===== src/rtl/cnn_job_scheduler.sv =====
// cnn_job_scheduler
//   Shares one CNN core between NUM_REQ requesters. For each job it grants one
//   requester (round-robin), streams that requester's IMG_SIZE-word image into the
//   core image buffer, runs the core and returns the prediction tagged with the
//   requester index.
//   Optional run watchdog: define CNN_TIMEOUT_EN to abort a RUN that lasts
//   TIMEOUT_CYCLES cycles without core_done (result flagged by res_err).
module cnn_job_scheduler #(
  parameter int NUM_REQ        = 4,
  parameter int IMG_SIZE       = 64,
  parameter int DATA_W         = 32,
  parameter int OUT_W          = 32,
  parameter int ID_W           = 2,
  parameter int TIMEOUT_CYCLES = 4096
) (
  input  logic                        clk,
  input  logic                        rst,
  input  logic [NUM_REQ-1:0]          req,
  output logic [NUM_REQ-1:0]          grant,
  input  logic                        in_valid,
  output logic                        in_ready,
  input  logic [DATA_W-1:0]           in_data,
  output logic                        img_wr_en,
  output logic [$clog2(IMG_SIZE)-1:0] img_wr_addr,
  output logic [DATA_W-1:0]           img_wr_data,
  output logic                        core_enable,
  input  logic                        core_done,
  input  logic [OUT_W-1:0]            core_value,
  output logic                        res_valid,
  input  logic                        res_ready,
  output logic [OUT_W-1:0]            res_data,
  output logic [ID_W-1:0]             res_id,
  output logic                        res_err,
  output logic                        busy
);

  localparam int AW = $clog2(IMG_SIZE);

  // Reject configurations the arbiter or word counter cannot represent.
  if (NUM_REQ < 2 || NUM_REQ > 16 || (1 << ID_W) < NUM_REQ || IMG_SIZE < 2 ||
      TIMEOUT_CYCLES < 1) begin : g_bad_params
    $error("cnn_job_scheduler: unsupported parameter combination");
  end

  typedef enum logic [2:0] {
    ST_IDLE,
    ST_LOAD,
    ST_START,
    ST_RUN,
    ST_RESP
  } state_t;

  state_t               state_q,       state_d;
  logic [ID_W-1:0]      ptr_q,         ptr_d;
  logic [NUM_REQ-1:0]   grant_q,       grant_d;
  logic [ID_W-1:0]      res_id_q,      res_id_d;
  logic                 in_ready_q,    in_ready_d;
  logic [AW-1:0]        cnt_q,         cnt_d;
  logic                 img_wr_en_q,   img_wr_en_d;
  logic [AW-1:0]        img_wr_addr_q, img_wr_addr_d;
  logic [DATA_W-1:0]    img_wr_data_q, img_wr_data_d;
  logic                 core_enable_q, core_enable_d;
  logic                 res_valid_q,   res_valid_d;
  logic [OUT_W-1:0]     res_data_q,    res_data_d;
  logic                 busy_q,        busy_d;

`ifdef CNN_TIMEOUT_EN
  localparam int TW = $clog2(TIMEOUT_CYCLES + 1);
  logic [TW-1:0]        timer_q,       timer_d;
  logic                 res_err_q,     res_err_d;
`endif

  // ------------------------------------------------------------------
  // Round-robin winner: lowest requesting index at or above the pointer,
  // otherwise (wrap-around) the lowest requesting index overall.
  // ------------------------------------------------------------------
  logic [NUM_REQ-1:0] upper_req;
  logic [ID_W-1:0]    upper_win;
  logic               upper_hit;
  logic [ID_W-1:0]    any_win;
  logic [ID_W-1:0]    winner;
  logic [ID_W-1:0]    ptr_after_win;

  for (genvar gi = 0; gi < NUM_REQ; gi++) begin : g_upper
    assign upper_req[gi] = req[gi] && (ID_W'(gi) >= ptr_q);
  end

  // Priority scan: descending loop so the lowest matching index is kept last.
  always_comb begin
    upper_win = '0;
    upper_hit = 1'b0;
    any_win   = '0;
    for (int i = NUM_REQ - 1; i >= 0; i--) begin
      if (upper_req[i]) begin
        upper_win = ID_W'(i);
        upper_hit = 1'b1;
      end
      if (req[i]) begin
        any_win = ID_W'(i);
      end
    end
    winner        = upper_hit ? upper_win : any_win;
    ptr_after_win = (winner == ID_W'(NUM_REQ - 1)) ? '0 : winner + ID_W'(1);
  end

  // ------------------------------------------------------------------
  // Job sequencing: next-state and next-output computation.
  // ------------------------------------------------------------------
  always_comb begin
    state_d       = state_q;
    ptr_d         = ptr_q;
    grant_d       = grant_q;
    res_id_d      = res_id_q;
    in_ready_d    = in_ready_q;
    cnt_d         = cnt_q;
    img_wr_en_d   = 1'b0;
    img_wr_addr_d = img_wr_addr_q;
    img_wr_data_d = img_wr_data_q;
    core_enable_d = core_enable_q;
    res_valid_d   = res_valid_q;
    res_data_d    = res_data_q;
`ifdef CNN_TIMEOUT_EN
    timer_d       = timer_q;
    res_err_d     = res_err_q;
`endif

    unique case (state_q)
      ST_IDLE: begin
        if (|req) begin
          grant_d    = NUM_REQ'(1) << winner;
          res_id_d   = winner;
          ptr_d      = ptr_after_win;
          cnt_d      = '0;
          in_ready_d = 1'b1;
          state_d    = ST_LOAD;
        end
      end

      ST_LOAD: begin
        // in_ready is high for the whole of LOAD, so in_valid alone accepts a word.
        if (in_valid) begin
          img_wr_en_d   = 1'b1;
          img_wr_addr_d = cnt_q;
          img_wr_data_d = in_data;
          if (cnt_q == AW'(IMG_SIZE - 1)) begin
            cnt_d         = '0;
            in_ready_d    = 1'b0;
            core_enable_d = 1'b1;
            state_d       = ST_START;
          end else begin
            cnt_d = cnt_q + AW'(1);
          end
        end
      end

      ST_START: begin
        // The final image write lands during this cycle; the core starts next.
`ifdef CNN_TIMEOUT_EN
        timer_d = '0;
`endif
        state_d = ST_RUN;
      end

      ST_RUN: begin
        if (core_done) begin
          res_data_d    = core_value;
          res_valid_d   = 1'b1;
          core_enable_d = 1'b0;
          state_d       = ST_RESP;
`ifdef CNN_TIMEOUT_EN
          res_err_d     = 1'b0;
`endif
        end
`ifdef CNN_TIMEOUT_EN
        // A completion in the expiry cycle takes precedence (branch above).
        else if (timer_q == TW'(TIMEOUT_CYCLES - 1)) begin
          res_data_d    = '0;
          res_err_d     = 1'b1;
          res_valid_d   = 1'b1;
          core_enable_d = 1'b0;
          state_d       = ST_RESP;
        end else begin
          timer_d = timer_q + TW'(1);
        end
`endif
      end

      ST_RESP: begin
        if (res_ready) begin
          res_valid_d = 1'b0;
          grant_d     = '0;
          state_d     = ST_IDLE;
        end
      end

      default: begin
        state_d = ST_IDLE;
      end
    endcase

    busy_d = (state_d != ST_IDLE);
  end

  // ------------------------------------------------------------------
  // State and registered outputs; reset aborts any job in flight.
  // ------------------------------------------------------------------
  always_ff @(posedge clk or negedge rst) begin
    if (!rst) begin
      state_q       <= ST_IDLE;
      ptr_q         <= '0;
      grant_q       <= '0;
      res_id_q      <= '0;
      in_ready_q    <= 1'b0;
      cnt_q         <= '0;
      img_wr_en_q   <= 1'b0;
      img_wr_addr_q <= '0;
      img_wr_data_q <= '0;
      core_enable_q <= 1'b0;
      res_valid_q   <= 1'b0;
      res_data_q    <= '0;
      busy_q        <= 1'b0;
`ifdef CNN_TIMEOUT_EN
      timer_q       <= '0;
      res_err_q     <= 1'b0;
`endif
    end else begin
      state_q       <= state_d;
      ptr_q         <= ptr_d;
      grant_q       <= grant_d;
      res_id_q      <= res_id_d;
      in_ready_q    <= in_ready_d;
      cnt_q         <= cnt_d;
      img_wr_en_q   <= img_wr_en_d;
      img_wr_addr_q <= img_wr_addr_d;
      img_wr_data_q <= img_wr_data_d;
      core_enable_q <= core_enable_d;
      res_valid_q   <= res_valid_d;
      res_data_q    <= res_data_d;
      busy_q        <= busy_d;
`ifdef CNN_TIMEOUT_EN
      timer_q       <= timer_d;
      res_err_q     <= res_err_d;
`endif
    end
  end

  assign grant       = grant_q;
  assign in_ready    = in_ready_q;
  assign img_wr_en   = img_wr_en_q;
  assign img_wr_addr = img_wr_addr_q;
  assign img_wr_data = img_wr_data_q;
  assign core_enable = core_enable_q;
  assign res_valid   = res_valid_q;
  assign res_data    = res_data_q;
  assign res_id      = res_id_q;
  assign busy        = busy_q;

`ifdef CNN_TIMEOUT_EN
  assign res_err = res_err_q;
`else
  // Without the watchdog every result comes from the core.
  assign res_err = 1'b0;
`endif

endmodule


===== config.mk =====
export PLATFORM = sky130hd
export DESIGN_NAME = cnn_job_scheduler
export DESIGN_NICKNAME = d
export VERILOG_FILES = /design/src/rtl/cnn_job_scheduler.sv
export SDC_FILE = /design/constraint.sdc
export NUM_CORES = 1
export LEC_CHECK = 0
export ABC_AREA = 1
export CAP_MARGIN = 20
export CORE_UTILIZATION = 25
export CTS_BUF_LIST = sky130_fd_sc_hd__clkbuf_16
export DETAILED_ROUTE_END_ITERATION = 12
export DONT_BUFFER_PORTS = 1
export GPL_TIMING_DRIVEN = 0
export MAX_ROUTING_LAYER = met4
export PLACE_DENSITY_LB_ADDON = 0.08
export SETUP_SLACK_MARGIN = 0.02
export SLEW_MARGIN = 25
export SYNTH_ARGS = -nofsm -noshare
export SYNTH_HDL_FRONTEND = slang
export SYNTH_SLANG_ARGS = --single-unit

===== constraint.sdc =====
create_clock -name clk -period 2.1 [get_ports clk]
set_clock_uncertainty 0.05 [all_clocks]
set_input_delay 0.315 -clock clk [delete_from_list [all_inputs] [get_ports clk]]
set_output_delay 0.315 -clock clk [all_outputs]
set_load 0.005 [all_outputs]

Fig. 1: run 1, met2 routing
Bar = 50 um.
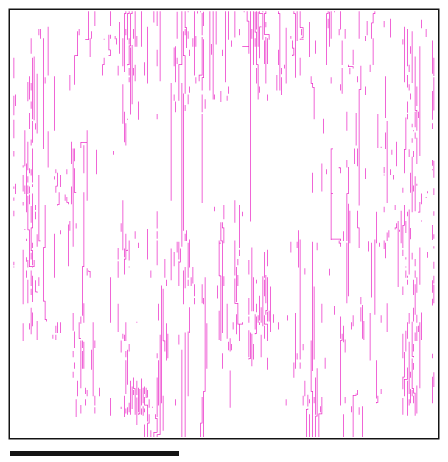
longest straight run	62.0 um
nets with wire on the layer	396
wire length on this layer	4,310 um
main direction	vertical
share of all routed wire	45%

Fig. 2: run 1, wires at chosen ports, followed through buffers
Bar = 50 um.
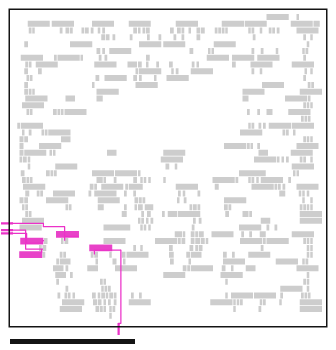
port	color	direction	end cells	buffers	wire
grant	magenta	output	4	0	116 um

Fig. 3: run 1, signal wires by layer
Only two layers are drawn.
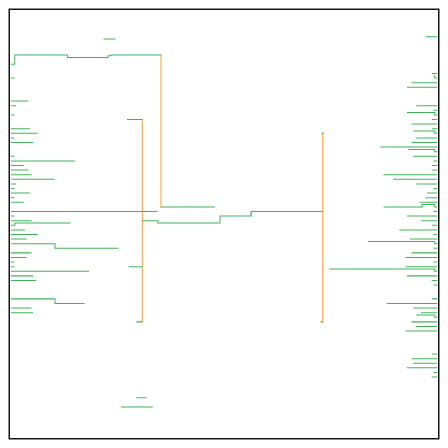
layer	color	wire length
met4	orange	161 um
met3	green	804 um

Fig. 4: run 1, cell placement
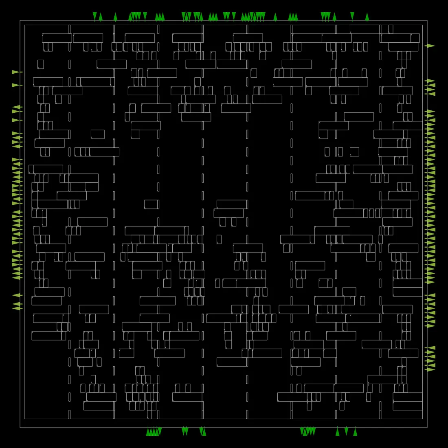
Core ar.: 15,100 um2
Layout Utilization: 0.293
fraction of area in registers: 0.520

==> impl_metrics.tcl, run 1 <==
# place-and-route summary
set metrics [dict create \
    arrival_ns 1.76 \
    yosys_area_um2 3880 \
    cp-end-kind "flop" \
    p_clk_frac 0.388 \
    p_total_uw 4500 \
    clock_sinks 92 \
    synthesis.area_um2 3880 \
    finalSetupViolations 0 \
    powerClk_uw 1740 \
    ys_top_cells_by_area "dfrtp_1, nand2_1, nand3_1, inv_1, nor2_1" \
    die_height_um 127 \
    clockNetworkAreaShare 0.0714 \
    route.met3.wl_um 803 \
    taps 188 \
    buf_share 0.0328 \
    die_w_um 127 \
    fmax_mhz 636 \
    post_cts_resize_count 0 \
    worst_r2r_endpoint "ptr_q[1]" \
    routed_via_density 4.45 \
    sh_comb_area 0.305 \
    peakVddDrop_mv 0.341 \
    pg_seq_uw 2250 \
    htreeDepth 3 \
    fin_area_um2 4430 \
    muxShareOfSynthArea 0 \
    largest_class "flip-flops and latches" \
    dp.cells 634 \
    grt_pass1_wl_um 15400 \
    final_cells 650 \
    busiest_layer "met2" \
    syn_nets 524 \
    internal-power_uw 3260 \
    place.detailed.hpwl_um 6700 \
    portBuffers 0 \
    finalHoldViolations 92 \
    adder_share 0.0161 \
    critical_path.cell_chain "nor2_1 > inv_1 > a21oi_1 > nand2_1 > inv_1 > ha_1 > nand2_1 > nand2_1" \
    wl_per_cell_um 14.7 \
    p_comb_frac 0.111 \
    warnings 31 \
    slowest_delay_ns 0.42 \
    cts_made_buffers 9 \
    tightest_slew_ns 0.502 \
    edf_count 0 \
    r2r_start "ptr_q[1]" \
    detail-route-antenna-nets 0 \
    yosys.area.top_type_share 0.594 \
    logic_gate_count 313 \
    status "finished, violations left" \
    ff2ff_setup_slack_ns 0.53 \
    wirelength_um 9580 \
    p_seq_frac 0.501 \
    met1Wirelength_um 4300 \
    grt.overflow.total 0 \
    drtIter0Drc 85 \
    drv_slew 0 \
    post_cts_buffers 0 \
    finalNetCount 535 \
    top_logic_kind "simple AND/OR/NAND/NOR gates" \
    hp-class "input pin to async pin" \
    violations "negative hold slack" \
    antenna_found_initial 0 \
    ys_async_sr_fraction 1.00 \
    critical_path_buf_inv_count 2 \
    yosys.area_share.aoi 0.0194 \
    slowest_stage "dfrtp_1" \
    synth.avg_cell_area_um2 8.70 \
    finalCritPeriodShare 0.749 \
    swShare 0.276 \
    power.switching_uw 1240 \
    grt_use_met1 0.160 \
    ys_top_cells_by_count "nand2_1, dfrtp_1, nand3_1, inv_1, nor2_1" \
    setup.worst_path.start "ptr_q[1]" \
    diodes 0 \
    drv_cap 0 \
    root_buffer "clkbuf_16" \
    synth_area_leader_cell "dfrtp_1" \
    flop_cell "dfrtp_1" \
    dieArea_um2 16000 \
    xor_share 0.00226 \
    crit_top_cell "nand2_1" \
    cp_max_fo 4 \
    grt_usage 0.128 \
    syn2layout_area_growth_pct 14.2 \
    grt_pass1_vias 2872 \
    pre_cts_ws_ns 0.521 \
    buffers 20 \
    num_rows 45 \
    power_density_nw_per_um2 1010 \
    ff_count 92 \
    gp_congestion 0.759 \
    tns_ns 0 \
    hold_ws_ns -0.381 \
    top_layer "met4" \
    netlist_instances 446 \
    critPathTopFamily "flip-flops" \
    drive_above_1_share 0.0866 \
    yosys.cell_types.count 24 \
    ys_seq_share 0.594 \
    yosys-stat-cells 446 \
    period_needed_ns 1.57 \
    comb-power_uw 499 \
    yosys_warnings 0 \
    power-top-group "registers" \
    layout_top_cell "nand2_1" \
    drc 0 \
    grt_start_max_net_pins 93 \
    leakage_uw 0.00237 \
    yosysMostFrequentCell "nand2_1" \
    synth-seq-cells 92 \
    first_pass_iters 4 \
    clock_path_buffers 2 \
    cts_tree "done" \
    dpl-instance-area_um2 4110 \
    start_kind "flop" \
    fp_util 0.256 \
    cp.depth 8 \
    num-fill-cells 1631 \
    worstPathRequired_ns 2.28 \
    grt_util_met3 0.0384 \
]
Fig. 5: run 1, register map, names as in the netlist
Other sequential cells in the stronger gray, the rest of the logic in the fainter gray.
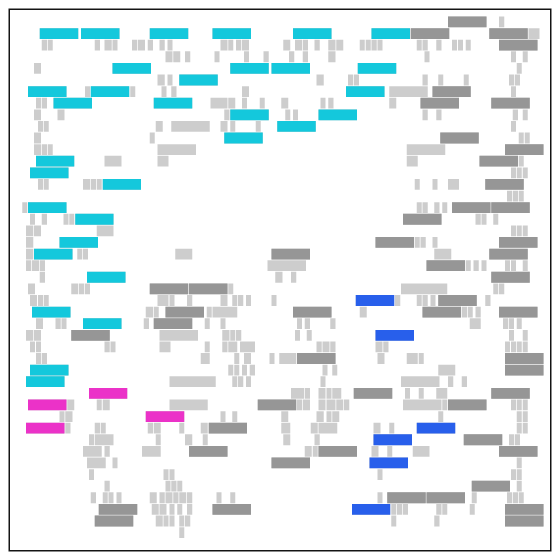

--- run 2 (diff from run 1) ---
==> constraint.sdc (replaced) <==
create_clock -name clk -period 1.3 [get_ports clk]
set_clock_uncertainty 0.05 [all_clocks]
set_input_delay 0.195 -clock clk [delete_from_list [all_inputs] [get_ports clk]]
set_output_delay 0.195 -clock clk [all_outputs]
set_load 0.005 [all_outputs]
Fig. 6: run 2, register map, names as in the netlist
Other sequential cells in the stronger gray, the rest of the logic in the fainter gray.
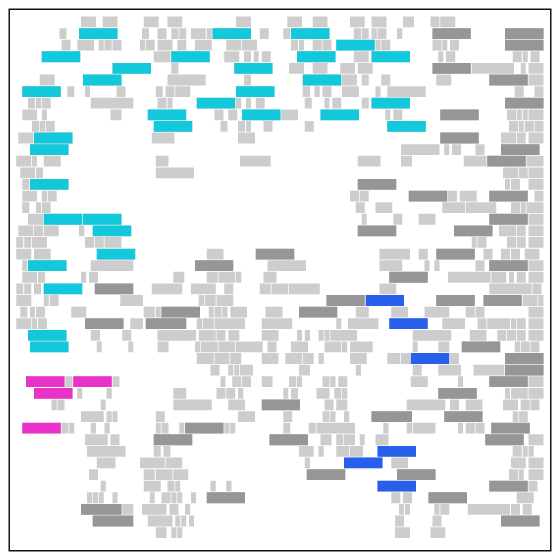
netlist name	color	flops
res_data	cyan	32
img_wr_addr	blue	6
grant	magenta	4

==> impl_metrics.tcl, run 2 <==
# place-and-route summary
set metrics [dict create \
    status "finished, violations left" \
    violations "negative hold slack, negative setup slack" \
    largest_class "flip-flops and latches" \
    yosys.area.top_type_share 0.594 \
    cts_made_buffers 9 \
    met1Wirelength_um 4870 \
    synth.avg_cell_area_um2 8.70 \
    fmax_mhz 679 \
    taps 188 \
    internal-power_uw 5470 \
    ff2ff_setup_slack_ns -0.17 \
    yosysMostFrequentCell "nand2_1" \
    synth_area_leader_cell "dfrtp_1" \
    power_density_nw_per_um2 1250 \
    fin_ws_ns -0.174 \
    htreeDepth 3 \
    drc 0 \
    grt_pass1_wl_um 18000 \
    die_w_um 127 \
    worst_r2r_endpoint "ptr_q[1]" \
    slowest_delay_ns 0.47 \
    fin_area_um2 6350 \
    leakage_uw 0.00308 \
    synth-seq-cells 92 \
    core_um2 15100 \
    vias 3381 \
    pre_cts_ws_ns -0.247 \
    buf_share 0.225 \
    wirelength_um 11500 \
    clock_path_buffers 2 \
    grt.overflow.total 0 \
    critical_path_buf_inv_count 1 \
    grt_util_met3 0.0422 \
    yosys.cell_types.count 24 \
    worstPathRequired_ns 1.49 \
    buffers 126 \
    grt_pass1_vias 3450 \
    cp_max_fo 4 \
    drv_cap 0 \
    critPathTopFamily "simple AND/OR/NAND/NOR gates" \
    yosys.area_share.aoi 0.0194 \
    ys_seq_share 0.594 \
    final_cell_mix "nand2_2, nand2_1, dfrtp_1, dlygate4sd3_1, nand3_1" \
    finalSetupViolations 76 \
    num_rows 45 \
    grt_use_met1 0.182 \
    grt_usage 0.152 \
    pg_seq_uw 3760 \
    yosys_area_um2 3880 \
    tns_ns -5.65 \
    hold_ws_ns -0.505 \
    clockNetworkAreaShare 0.0423 \
    muxShareOfSynthArea 0 \
    grt_start_max_net_pins 93 \
    top_logic_kind "simple AND/OR/NAND/NOR gates" \
    ys_top_cells_by_area "dfrtp_1, nand2_1, nand3_1, inv_1, nor2_1" \
    antenna_found_initial 0 \
    detail-route-antenna-nets 0 \
    place.detailed.hpwl_um 6680 \
    dpl-instance-area_um2 4140 \
    post_cts_buffers 25 \
    tightest_slew_ns 0.667 \
    portBuffers 0 \
    drive_above_1_share 0.430 \
    busiest_layer "met2" \
    yosys-stat-cells 446 \
    final_cells 758 \
    ys_async_sr_fraction 1.00 \
    root_buffer "clkbuf_16" \
    sh_comb_area 0.314 \
    fp_util 0.256 \
    logic_gate_count 314 \
    cp.depth 8 \
    yosys_warnings 0 \
    setup.worst_path.start "ptr_q[1]" \
    comb-power_uw 1740 \
    dp.cells 634 \
    finalNetCount 643 \
    peakVddDrop_mv 0.663 \
    syn2layout_area_growth_pct 63.8 \
    arrival_ns 1.66 \
    finalCritPeriodShare 1.13 \
    cp-end-kind "flop" \
    route.met3.wl_um 837 \
    powerClk_uw 2410 \
    flop_cell "dfrtp_1" \
    adder_share 0.0161 \
    critical_path.cell_chain "nor3_4 > nor2_2 > nand3_2 > nand2_4 > inv_4 > ha_4 > nand2_2 > nand2_1" \
    dieArea_um2 16000 \
    p_clk_frac 0.305 \
    slowest_stage "dfrtp_2" \
    sh_seq_area 0.363 \
    die_height_um 127 \
    drv_slew 0 \
    clock_sinks 92 \
    netlist_instances 446 \
    edf_count 0 \
    layout_top_cell "nand2_2" \
    syn_nets 524 \
    power.switching_uw 2440 \
    first_pass_iters 6 \
    fin_util 0.419 \
    routed_via_density 4.46 \
    gp_congestion 0.738 \
    warnings 34 \
    combGateArea_um2 2000 \
    top_layer "met4" \
    post_cts_resize_count 127 \
    power-top-group "registers" \
    wl_per_cell_um 15.2 \
    num-fill-cells 1460 \
    p_comb_frac 0.220 \
    cts_tree "done" \
    r2r_start "ptr_q[1]" \
    finalHoldViolations 92 \
]
Power figures rest on the tool's default switching activity, not on a simulated workload.
